==> config.mk <==
export PLATFORM = sky130hd
export DESIGN_NAME = rhs2116_init_seq
export DESIGN_NICKNAME = d
export VERILOG_FILES = /design/src/rtl/rhs2116_init_seq.sv
export SDC_FILE = /design/constraint.sdc
export NUM_CORES = 1
export LEC_CHECK = 0
export ABC_AREA = 1
export CAP_MARGIN = 25
export CELL_PAD_IN_SITES_DETAIL_PLACEMENT = 0
export CELL_PAD_IN_SITES_GLOBAL_PLACEMENT = 1
export CORE_MARGIN = 2
export CORE_UTILIZATION = 29
export DETAILED_ROUTE_END_ITERATION = 10
export PLACE_DENSITY_LB_ADDON = 0.1
export SLEW_MARGIN = 10
export SYNTH_ARGS = -nofsm -noshare
export SYNTH_HDL_FRONTEND = slang
export SYNTH_SLANG_ARGS = --single-unit
==> constraint.sdc <==
create_clock -name clk_spi -period 2.5 [get_ports clk_spi]
set_clock_uncertainty 0.15 [all_clocks]
set_input_delay 0.25 -clock clk_spi [delete_from_list [all_inputs] [get_ports clk_spi]]
set_output_delay 0.25 -clock clk_spi [all_outputs]
set_load 0.01 [all_outputs]
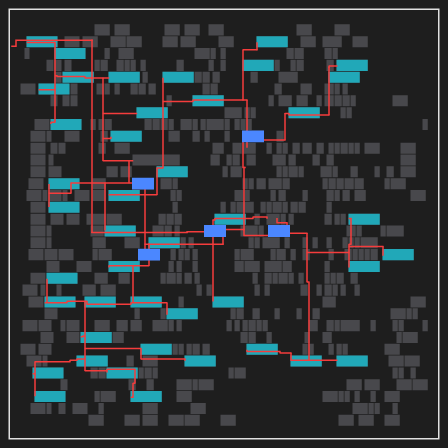
**Above:** run 1 (routed clock nets over the placement).
legend:
  clock drivers:
    color: blue
    count: 5
  clock wires:
    color: red
    length: 688 um
  flip-flops:
    color: cyan
    count: 43
routed clock nets: 6
Clk. pwr: 0.575 mW
clock latency on the worst-skew pair: 300 ps
Clock power frac: 0.368

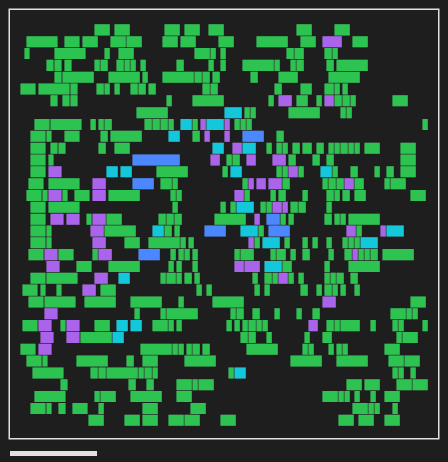
**Above:** run 1 (drive-strength map).
Scale bar: 20 um.
legend:
  _2 cells:
    color: purple
    cells: 49
  _6 and larger:
    color: blue
    cells: 7
  _3 and _4 cells:
    color: cyan
    cells: 22
  _0 and _1 cells:
    color: green
    cells: 401
Non-clock buffers: 98
post-route cell area: 3690 um^2

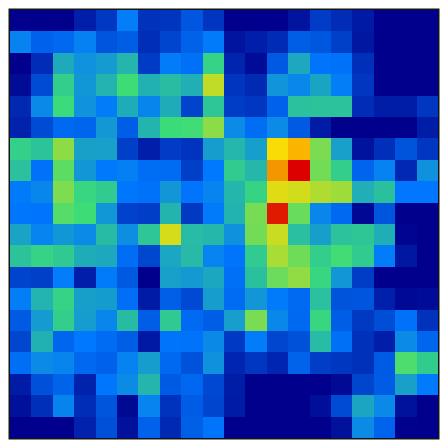
**Above:** run 1 (routed metal per tile).
The die is cut into 20 by 20 equal tiles; dark blue is low, red is high, scaled to the fullest tile. Values are wire area over tile area, all layers added.
emptiest ninth of the die: north-east
tiles over half the peak: 8.0%
fullest tile: 0.51
mean over tiles: 0.12
via count: 2729
GRT Resource Usage Total: 0.156
WL/cell: 12.8 um

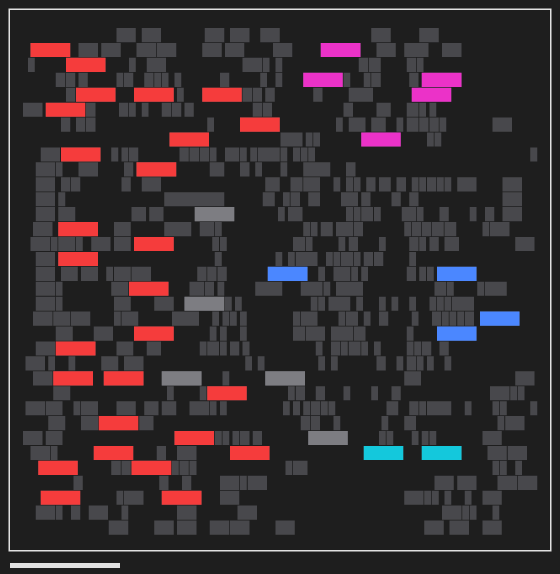
**Above:** run 1 (sequential cells colored by netlist name).
Scale bar: 20 um.
legend:
  tbl_addr:
    color: magenta
    flops: 5
  retry_q:
    color: cyan
    flops: 2
  cmd_data:
    color: red
    flops: 27
  state_q:
    color: blue
    flops: 4
    where: east
final core occ: 0.425
Seq group: 0.713 mW

==> metrics.yaml, run 1 <==
swShare: 0.272
nets: 543
hold_path.class: "reg2reg"
netlist.area_leader.share: 0.333
ir_worst_vdd_uv: 199
reg2regPathDepth: 9
dieWidth_um: 98.4
critPathBufInv: 2
power_density_nw_per_um2: 423
nMultiInputCombCells: 293
grt_pass1_vias: 2646
num-nonclk-inverters: 37
holdWs_ps: 312
finalMaxSlewViolations: 0
grt_max_degree: 19
dp.final_hpwl_mm: 5.82
cp.depth: 5
final.fill_count: 947
port_buffers: 85
topCombFamilyByArea: "simple AND/OR/NAND/NOR gates"
max_freq_ghz: 0.432
vias_per_cell: 4.65
xor_area_frac: 0
topCellsByArea: "dfxtp_1 33%, nand2_1 15%, nand3_1 6.6%, nor2_1 6.1%, a21oi_1 4.6%"
drv_cap: 0
ant_nets: 0
grt_first_pass_wirelength_mm: 12.5
fp_util: 0.298
worst_slack_ps: 185
wl_mm: 7.49
ios: 106
drive_gt1_frac: 0.163
min_period_over_period: 0.926
busiest_layer: "met2"
worstPathMaxFanout: 9
crit_arrival_ps: 1910
finalHoldViolations: 0
setup_viol: 0
ys_warn_count: 0
status: "complete, no violations"
critPathTopFamily: "buffers and inverters"
die_y_um: 98.4
wirelength_met1_mm: 3.33
wl_met2_mm: 3.56
clockNetworkAreaShare: 0.0315
comb_power_mw: 0.274
grt-ovfl-total: 0
cts.hold.buffers_added: 0
dieArea_um2: 9680
core-area_um2: 8680
ys_sh_simple: 0.369
drtPass1Iterations: 4
h-tree-depth: 2
pwr-share-comb: 0.175
power-top-group: "sequential cells"
worst-r2r-setup-slack_ps: 380
top_layer: "met4"
edf_count: 0
adder_share: 0.00968
startpoint_type: "flip-flop"
fin_crit_ps: 2310
ys_async_sr_fraction: 0
cts_buffers: 5
synthMostInstantiatedCell: "nand2_1"
cp_cell_sequence: "inv_2, nor2_4, a21oi_1, o21ai_0, clkdlybuf4s50_1"
cts_tree: "built"
cts.sinks: 43
rows: 34
synth.avg_cell_area_um2: 6.68
drcViolationCount: 0
ys_cells: 387
run 1: placed cells by master (no fill, tap or decap), types with 5 or more instances in the layout:
master	count
inv_2	10
nor2_1	41
dfxtp_1	43
nor2_2	7
nand2_1	100
buf_4	13
a21oi_2	11
nor2_4	5
clkdlybuf4s50_1	85
inv_1	27
nand3_1	34
clkbuf_8	5
o21ai_2	13
o21ai_0	15
o21ai_1	11
a21oi_1	24
run 1: what timing repair did:
item | 4_1_cts | 5_1_grt
gates cloned | 0 | 0
endpoints found under the setup margin | 1 | 1
resized | 1 | 1
run 1: metrics by stage:
step	power [mW]	cells
after floorplan	0.874	390
after global placement	1.00	579
after detailed placement	1.01	579
after CTS	1.59	587
after global routing	1.65	587
final	1.56	587
==> inputs of run 2 (changes only) <==
--- a/config.mk
+++ b/config.mk
@@ -9,7 +9,6 @@
 export CAP_MARGIN = 25
 export CELL_PAD_IN_SITES_DETAIL_PLACEMENT = 0
 export CELL_PAD_IN_SITES_GLOBAL_PLACEMENT = 1
-export CORE_MARGIN = 2
 export CORE_UTILIZATION = 29
 export DETAILED_ROUTE_END_ITERATION = 10
 export PLACE_DENSITY_LB_ADDON = 0.1
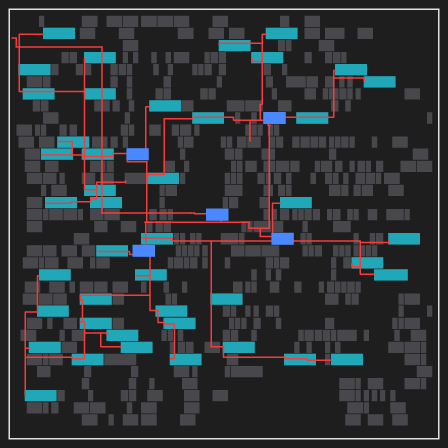
**Above:** run 2 (routed clock nets over the placement).
legend:
  clock drivers:
    color: blue
    count: 5
  clock wires:
    color: red
    length: 690 um
  flip-flops:
    color: cyan
    count: 43
routed clock nets: 6
Clock power frac: 0.332
Clk. pwr: 0.494 mW

==> metrics.yaml, run 2 <==
wl_mm: 7.42  # -0.94%
layout_top_cell: "nand2_1"
drtPass1Iterations: 5  # +1
startpoint_type: "flip-flop"
ctsResizeCount: 1  # unchanged
core-area_um2: 8680  # unchanged
drive_gt1_frac: 0.163  # +0.000341
drv_cap: 0  # unchanged
dieArea_um2: 9290  # -4.0%
top_layer: "met4"
critPathBufInv: 2  # unchanged
cts_buffers: 5  # unchanged
topCellsByArea: "dfxtp_1 33%, nand2_1 15%, nand3_1 6.6%, nor2_1 6.1%, a21oi_1 4.6%"
via_count: 2716  # -0.48%
grt_first_pass_wirelength_mm: 12.1  # -3.3%
rows: 34  # unchanged
hold_path.class: "reg2reg"
cp.depth: 6  # +1
edf_count: 0  # unchanged
grt_max_degree: 32  # +13
worstPathMaxFanout: 6  # -3
xor_area_frac: 0  # unchanged
ys_cells: 387  # unchanged
netlist.area_leader.share: 0.333  # unchanged
wl_per_cell_um: 12.7  # -0.77%
busiest_layer: "met2"
fin_crit_ps: 2330  # +13.0 ps
finalMaxSlewViolations: 0  # unchanged
cts_tree: "built"
worst-r2r-setup-slack_ps: 420  # +40 ps
setup_viol: 0  # unchanged
port_buffers: 85  # unchanged
dp.final_hpwl_mm: 5.66  # -2.8%
ys_async_sr_fraction: 0  # unchanged
cp_cell_sequence: "nor2_2, nand2_1, inv_1, a21oi_1, o21ai_0, clkdlybuf4s50_1"
nets: 542  # -0.18%
wirelength_met1_mm: 3.48  # +4.5%
status: "complete, no violations"
synthMostInstantiatedCell: "nand2_1"
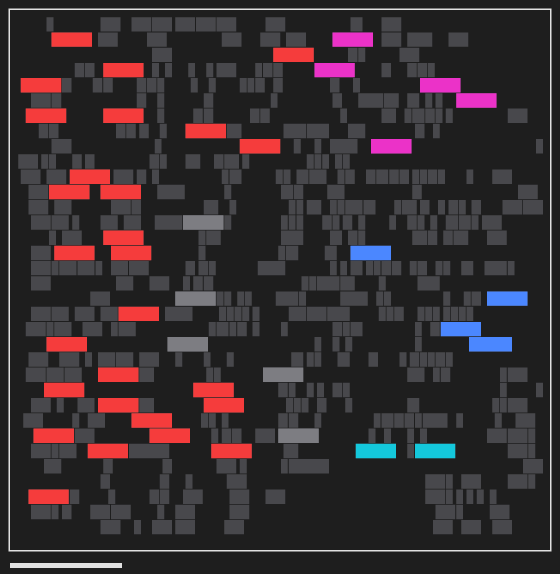
**Above:** run 2 (sequential cells colored by netlist name).
Scale bar: 20 um.
legend:
  cmd_data:
    color: red
    flops: 27
  tbl_addr:
    color: magenta
    flops: 5
  state_q:
    color: blue
    flops: 4
    where: east
  retry_q:
    color: cyan
    flops: 2
Seq group: 0.714 mW
Seq area share: 0.233
register area: 862 um^2
final core occ: 0.426

[run 2: cell counts after synthesis]
No cell type changed its count.
[run 2: report_power, final]
group / total, mW / switching (mW) / internal (mW)
Combinational: 0.279 / 0.139 / 0.140
Clock: 0.494 / 0.268 / 0.226
Sequential: 0.714 / 0.0158 / 0.698
Total: 1.49 / 0.423 / 1.06
[run 2: final cells by class]
cell class | count | area (um^2)
Clock buffer | 6 | 82.6
Clock inverter | 2 | 16.3
Fill cell | 964 | 4980
Inverter | 37 | 139
Multi-Input combinational cell | 293 | 1490
Sequential cell | 43 | 862
Tap cell | 108 | 135
Timing Repair Buffer | 97 | 966
[run 2: per-stage QoR]
stage,hold WS [ps],util
floorplan,247,-
global placement,295,0.413
detailed placement,302,0.413
CTS,314,0.425
global route,328,0.426
finish,312,0.426
Power figures rest on the tool's default switching activity, not on a simulated workload.
